**src/rtl/mem_access_unit_pkg.sv**
```systemverilog
// Shared pipeline definitions for the data-memory access unit: access-size encodings,
// FSM states, the default ack timeout, and request decode helpers.
package mem_access_unit_pkg;

    typedef enum logic [2:0] {
        F3_B  = 3'b000,
        F3_H  = 3'b001,
        F3_W  = 3'b010,
        F3_BU = 3'b100,
        F3_HU = 3'b101
    } fun3_t;

    typedef enum logic [1:0] {
        IDLE   = 2'd0,
        ACCESS = 2'd1,
        DONE   = 2'd2
    } state_t;

    localparam int unsigned TIMEOUT_DEFAULT = 255;

    // Stores have no unsigned variants, so BU/HU are only legal for loads.
    function automatic logic request_ok(input logic is_store, input logic [2:0] f3,
                                        input logic [1:0] lo);
        fun3_t f;
        logic  legal;
        logic  aligned;
        f = fun3_t'(f3);
        case (f)
            F3_B:    begin legal = 1'b1;      aligned = 1'b1;        end
            F3_H:    begin legal = 1'b1;      aligned = ~lo[0];      end
            F3_W:    begin legal = 1'b1;      aligned = (lo == 2'b00); end
            F3_BU:   begin legal = ~is_store; aligned = 1'b1;        end
            F3_HU:   begin legal = ~is_store; aligned = ~lo[0];      end
            default: begin legal = 1'b0;      aligned = 1'b0;        end
        endcase
        return legal & aligned;
    endfunction

    function automatic logic [3:0] store_byteenable(input logic [2:0] f3, input logic [1:0] lo);
        fun3_t f;
        f = fun3_t'(f3);
        case (f)
            F3_B:    return 4'b0001 << lo;
            F3_H:    return 4'b0011 << lo;
            default: return 4'b1111;
        endcase
    endfunction

    function automatic logic [31:0] store_writedata(input logic [2:0] f3, input logic [31:0] sd);
        fun3_t f;
        f = fun3_t'(f3);
        case (f)
            F3_B:    return {4{sd[7:0]}};
            F3_H:    return {2{sd[15:0]}};
            default: return sd;
        endcase
    endfunction

endpackage

```
**src/rtl/mem_access_unit_if.sv**
```systemverilog
// Word-wide data-cache bus between the memory access unit (master) and the cache (slave).
interface mem_access_unit_if;
    logic        mem_read;
    logic        mem_write;
    logic [31:0] mem_address;
    logic [31:0] mem_writedata;
    logic [3:0]  mem_byteenable;
    logic [31:0] mem_readdata;
    logic        mem_ack;

    modport master (
        output mem_read, mem_write, mem_address, mem_writedata, mem_byteenable,
        input  mem_readdata, mem_ack
    );

    modport slave (
        input  mem_read, mem_write, mem_address, mem_writedata, mem_byteenable,
        output mem_readdata, mem_ack
    );
endinterface

```
**src/rtl/mem_access_unit_load_formatter.sv**
```systemverilog
// Picks the addressed byte/halfword out of a cache word and sign- or zero-extends it.
module load_formatter
    import mem_access_unit_pkg::*;
(
    input  logic [31:0] readdata,
    input  logic [1:0]  lane,
    input  logic [2:0]  fun_3,
    output logic [31:0] data
);
    logic [7:0]  byte_sel;
    logic [15:0] half_sel;
    fun3_t       f;

    always_comb begin
        f = fun3_t'(fun_3);
        case (lane)
            2'd0:    byte_sel = readdata[7:0];
            2'd1:    byte_sel = readdata[15:8];
            2'd2:    byte_sel = readdata[23:16];
            default: byte_sel = readdata[31:24];
        endcase
        half_sel = lane[1] ? readdata[31:16] : readdata[15:0];
        case (f)
            F3_B:    data = {{24{byte_sel[7]}}, byte_sel};
            F3_H:    data = {{16{half_sel[15]}}, half_sel};
            F3_BU:   data = {24'b0, byte_sel};
            F3_HU:   data = {16'b0, half_sel};
            default: data = readdata;
        endcase
    end
endmodule

```
**src/rtl/mem_access_unit.sv**
```systemverilog
// MEM-stage load/store unit: validates requests, holds the cache request until ack or
// timeout, formats load results, and stalls the pipeline while the access is in flight.
module mem_access_unit
    import mem_access_unit_pkg::*;
#(
    parameter int unsigned TIMEOUT_CYCLES = TIMEOUT_DEFAULT
) (
    input  logic        clk,
    input  logic        reset,
    input  logic        d_mem_r,
    input  logic        d_mem_w,
    input  logic [2:0]  fun_3,
    input  logic [31:0] address,
    input  logic [31:0] store_data,
    output logic        busywait,
    output logic [31:0] load_data,
    output logic        mem_error,
    mem_access_unit_if.master mem
);
    localparam int CNT_W = (TIMEOUT_CYCLES > 1) ? $clog2(TIMEOUT_CYCLES) : 1;

    state_t             state;
    state_t             next_state;
    logic               rd_q;
    logic               wr_q;
    logic [31:0]        addr_q;
    logic [31:0]        wdata_q;
    logic [3:0]         be_q;
    logic [2:0]         fun3_q;
    logic [CNT_W-1:0]   cnt;
    logic [31:0]        fmt_data;
    logic               req;
    logic               req_ok;
    logic               timeout;

    assign req     = d_mem_r | d_mem_w;
    assign req_ok  = req & request_ok(d_mem_w, fun_3, address[1:0]);
    assign timeout = (cnt == CNT_W'(TIMEOUT_CYCLES - 1));

    load_formatter u_load_formatter (
        .readdata (mem.mem_readdata),
        .lane     (addr_q[1:0]),
        .fun_3    (fun3_q),
        .data     (fmt_data)
    );

    always_ff @(posedge clk or posedge reset) begin
        if (reset) state <= IDLE;
        else       state <= next_state;
    end

    // A request's read/write, address, lanes and data are captured once in IDLE and replayed
    // unchanged for the whole access; store wins over load when both are raised.
    always_ff @(posedge clk or posedge reset) begin
        if (reset) begin
            rd_q      <= 1'b0;
            wr_q      <= 1'b0;
            addr_q    <= '0;
            wdata_q   <= '0;
            be_q      <= '0;
            fun3_q    <= '0;
            cnt       <= '0;
            load_data <= '0;
        end else begin
            case (state)
                IDLE: begin
                    cnt <= '0;
                    if (req_ok) begin
                        rd_q    <= d_mem_r & ~d_mem_w;
                        wr_q    <= d_mem_w;
                        addr_q  <= address;
                        fun3_q  <= fun_3;
                        be_q    <= d_mem_w ? store_byteenable(fun_3, address[1:0]) : 4'b1111;
                        wdata_q <= d_mem_w ? store_writedata(fun_3, store_data) : '0;
                    end
                end
                ACCESS: begin
                    cnt <= cnt + 1'b1;
                    if (mem.mem_ack && rd_q) load_data <= fmt_data;
                end
                default: ;
            endcase
        end
    end

    always_comb begin
        next_state = state;
        case (state)
            IDLE:    if (req) next_state = req_ok ? ACCESS : DONE;
            ACCESS:  if (mem.mem_ack || timeout) next_state = DONE;
            default: next_state = IDLE;
        endcase
    end

    // Outputs are gated by reset so an in-flight request is dropped the instant reset rises.
    always_comb begin
        busywait      = 1'b0;
        mem_error     = 1'b0;
        mem.mem_read  = 1'b0;
        mem.mem_write = 1'b0;
        if (!reset) begin
            case (state)
                IDLE: begin
                    busywait  = req_ok;
                    mem_error = req & ~req_ok;
                end
                ACCESS: begin
                    busywait      = 1'b1;
                    mem.mem_read  = rd_q;
                    mem.mem_write = wr_q;
                    mem_error     = timeout & ~mem.mem_ack;
                end
                default: ;
            endcase
        end
    end

    assign mem.mem_address    = {addr_q[31:2], 2'b00};
    assign mem.mem_writedata  = wdata_q;
    assign mem.mem_byteenable = be_q;
endmodule
```
**src/flat_wrapper.sv**
```systemverilog
// flat-port wrapper written by rule: the top's interface ports become plain ports
module mem_access_unit_flat import mem_access_unit_pkg::*;
#(
    parameter int unsigned TIMEOUT_CYCLES = TIMEOUT_DEFAULT
)
  (clk, reset, d_mem_r, d_mem_w, fun_3, address, store_data, busywait, load_data, mem_error, mem_mem_read, mem_mem_write, mem_mem_address, mem_mem_writedata, mem_mem_byteenable, mem_mem_readdata, mem_mem_ack);
  mem_access_unit_if mem_i ();
  input  logic clk;
  input  logic reset;
  input  logic d_mem_r;
  input  logic d_mem_w;
  input  logic [2:0] fun_3;
  input  logic [31:0] address;
  input  logic [31:0] store_data;
  output logic busywait;
  output logic [31:0] load_data;
  output logic mem_error;
  output wire logic [$bits(mem_i.mem_read)-1:0] mem_mem_read;
  output wire logic [$bits(mem_i.mem_write)-1:0] mem_mem_write;
  output wire logic [$bits(mem_i.mem_address)-1:0] mem_mem_address;
  output wire logic [$bits(mem_i.mem_writedata)-1:0] mem_mem_writedata;
  output wire logic [$bits(mem_i.mem_byteenable)-1:0] mem_mem_byteenable;
  input wire logic [$bits(mem_i.mem_readdata)-1:0] mem_mem_readdata;
  input wire logic [$bits(mem_i.mem_ack)-1:0] mem_mem_ack;
  assign mem_mem_read = mem_i.mem_read;
  assign mem_mem_write = mem_i.mem_write;
  assign mem_mem_address = mem_i.mem_address;
  assign mem_mem_writedata = mem_i.mem_writedata;
  assign mem_mem_byteenable = mem_i.mem_byteenable;
  assign mem_i.mem_readdata = mem_mem_readdata;
  assign mem_i.mem_ack = mem_mem_ack;
  mem_access_unit #(.TIMEOUT_CYCLES(TIMEOUT_CYCLES)) u_core (.clk(clk), .reset(reset), .d_mem_r(d_mem_r), .d_mem_w(d_mem_w), .fun_3(fun_3), .address(address), .store_data(store_data), .busywait(busywait), .load_data(load_data), .mem_error(mem_error), .mem(mem_i));
endmodule
```
**config.mk**
```make
export PLATFORM = sky130hd
export DESIGN_NAME = mem_access_unit_flat
export DESIGN_NICKNAME = d
export VERILOG_FILES = /design/src/rtl/mem_access_unit_pkg.sv /design/src/rtl/mem_access_unit_if.sv /design/src/rtl/mem_access_unit_load_formatter.sv /design/src/rtl/mem_access_unit.sv /design/src/flat_wrapper.sv
export SDC_FILE = /design/constraint.sdc
export NUM_CORES = 1
export LEC_CHECK = 0
export ABC_AREA = 0
export CAP_MARGIN = 40
export CORE_MARGIN = 4
export CORE_UTILIZATION = 28
export DETAILED_ROUTE_END_ITERATION = 8
export PLACE_DENSITY = 0.64
export RECOVER_POWER = 100
export SLEW_MARGIN = 20
export SYNTH_ARGS = -nofsm -noshare
export SYNTH_HDL_FRONTEND = slang
export SYNTH_SLANG_ARGS = --single-unit
```
**constraint.sdc**
```tcl
create_clock -name clk -period 3.35 [get_ports clk]
set_input_delay 0.335 -clock clk [delete_from_list [all_inputs] [get_ports clk]]
set_output_delay 0.335 -clock clk [all_outputs]
set_load 0.05 [all_outputs]
```
**Signal wires on met3**

Scale: 3 px per um.
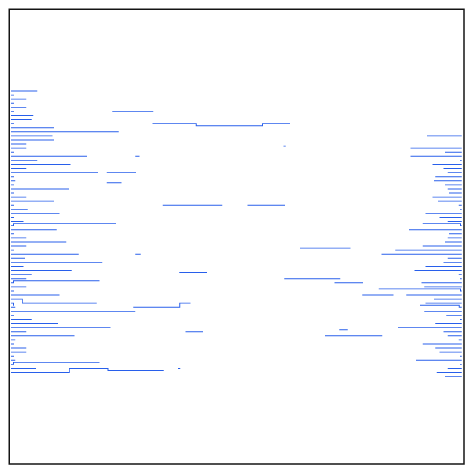
longest straight run: 41.2 um
nets with wire on the layer: 135
share of all routed wire: 8.6%
wire length on this layer: 1490 um
main direction: horizontal

**Gate families picked out**

Scale: 2 px per um.
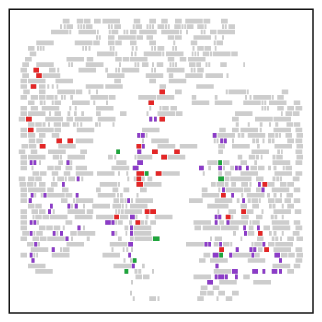
legend:
  aoi and oai cells:
    colour: purple
    cells: 85
    most_used: o21ai_0
  non-inverting ao/oa cells:
    colour: red
    cells: 30
    most_used: a22o_1
  and/or cells:
    colour: green
    cells: 8
    most_used: and2_1
commonest non-fill, non-tap cell in the layout: nand2_1
post-route insts no fill: 1063
combinational fraction of the cell area: 28.6%

==> impl_metrics.csv <==
group,metric,value,unit
global_routing,busiest_layer_in_global_routing,"met2",
setup_path,cp_max_fo,11,
drt,dr_total_vias,4916,
clocking,cts-hold-fix-buffers,0,
floorplanning,fp.dieW,151,um
setup_path,critical-path-slowest-cell,"dlygate4sd3_1",
global_routing,initial_antenna_violation_count,0,
setup_path,worst-r2r-setup-slack,0.86,ns
yosys,edf_count,0,
yosys,synth_flops,115,
job,drv_cap,0,
timing,finalClockSkew,0.00476,ns
floorplanning,initCoreUtil,28.4,%
drt,top_layer_used,"met4",
global_routing,grtUsageMet3,5.60,%
status,outcome,"finished clean",
drt,drt-pass1-iter-count,6,
clocking,tritoncts,"done",
clocking,clock_tree.buffer_depth,2,
setup_path,worst_setup_path_endpoint,"busywait",
timing,achievable-frequency,344,MHz
setup_path,cp_data_required_time,3.01,ns
timing,timing.final.max_slew_violations,0,
drt,remaining_drc_errors,0,
yosys,post_synth_main_logic_family,"simple AND/OR/NAND/NOR gates",
setup_path,reg2reg_to,"u_core.load_data[15]",
clocking,cts_root_buffer,"clkbuf_16",
job,stage_log_warnings,27,
layout,antennaDiodeCount,0,
power_and_ir_drop,power_switching_share,47.0,%
power_and_ir_drop,top_power_group,"combinational cells",
layout,layout.cells.most_common_list,"nand2_1 (171), dfrtp_1 (115), clkdlybuf4s50_1 (101)",
layout,ratio_of_cells_with_drive_above_1_in_the_final_layout,7.94,%
yosys,synth_seq_share,50.2,%
timing,setup_viol,0,
yosys,synth-warning-count,0,
global_routing,met2_usage,24.0,%
setup_path,crit_family,"buffers and inverters",
drt,antenna_left,0,
clocking,post-cts-setup-buffers,0,
yosys,synth_area_in_compound_gates,13.2,%
floorplanning,chip_area,22800,sq um
**Placed cells, one colour a class**

Scale: 2 px per um. Fill, decap, tap and diode cells in grey.
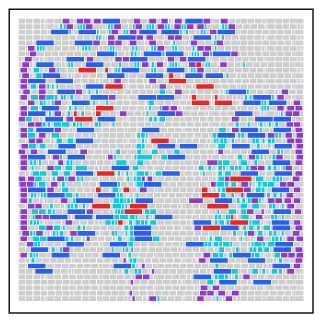
legend:
  registers:
    colour: blue
    cells: 115
    share_of_their_area: 36%
  clock drivers and dummy loads:
    colour: red
    cells: 31
    share_of_their_area: 7.1%
  remaining buffers and delay cells:
    colour: purple
    cells: 219
    share_of_their_area: 27%
  remaining logic cells:
    colour: cyan
    cells: 428
    share_of_their_area: 30%
final design instance area without fill: 8310 sq um
num rows: 52
core utilization of the finished layout: 41.2%

==> kinds of logic (layout without fill, tap and decap cells) <==
logic type / after synthesis / in the layout
AOI/OAI and AO/OA: 115 / 115
xor gates and xnor gates: 2 / 2
adders and majority gates: 2 / 2
buffers and inverters: 76 / 254
DFF: 115 / 115
muxes: 42 / 42
other: 1 / 2
and+or+nand+nor: 261 / 261
==> metrics by stage <==
step                total power [uW]  std cells  hold WS [ns]
finish                          8060       1063         0.313
global route                    8520       1063         0.317
detailed placement              6610       1031         0.456
floorplan                       5320        615         0.435
CTS                             8420       1062         0.189
global placement                6570       1029         0.451
==> flip-flops by register name (all words and copies together), names as in the netlist <==
register	flops
u_core.addr_q	32
u_core.load_data	32
u_core.mem.mem_writedata	32
u_core.cnt	8
u_core.mem.mem_byteenable	4
u_core.fun3_q	3
u_core.state	2
u_core.rd_q	1
u_core.wr_q	1
==> cells in the mapped netlist (all sizes together) (2+ instances only) <==
cell	instances	area, sq um
mux2i	27	270
o22a	3	26.3
clkbuf	18	67.6
nand2b	3	18.8
o31ai	2	15.0
a2bb2oi	7	61.3
and3	2	12.5
o22ai	3	18.8
ha	2	25.0
nand3	43	215
buf	54	373
nand2	171	642
a21o	9	67.6
o21a	3	22.5
nor2b	3	18.8
nor3	6	41.3
nand3b	8	60.1
nor4	2	27.5
and2	3	18.8
mux2	15	169
xnor2	2	17.5
inv	4	15.0
a22o	13	114
nor2	15	56.3
dfrtp	115	2880
o21ai	47	235
a21oi	21	105
==> layout make-up <==
| cell class | count | area [sq um] |
|---|---|---|
| fillers | 2030 | 11900 |
| well taps | 270 | 338 |
| inverters | 4 | 16.3 |
| flip-flops and latches | 115 | 2880 |
| clock buffers | 18 | 429 |
| repair buffers | 219 | 2130 |
| clock inverters | 13 | 138 |
| multi-input cells | 424 | 2380 |
Power figures rest on the tool's default switching activity, not on a simulated workload.
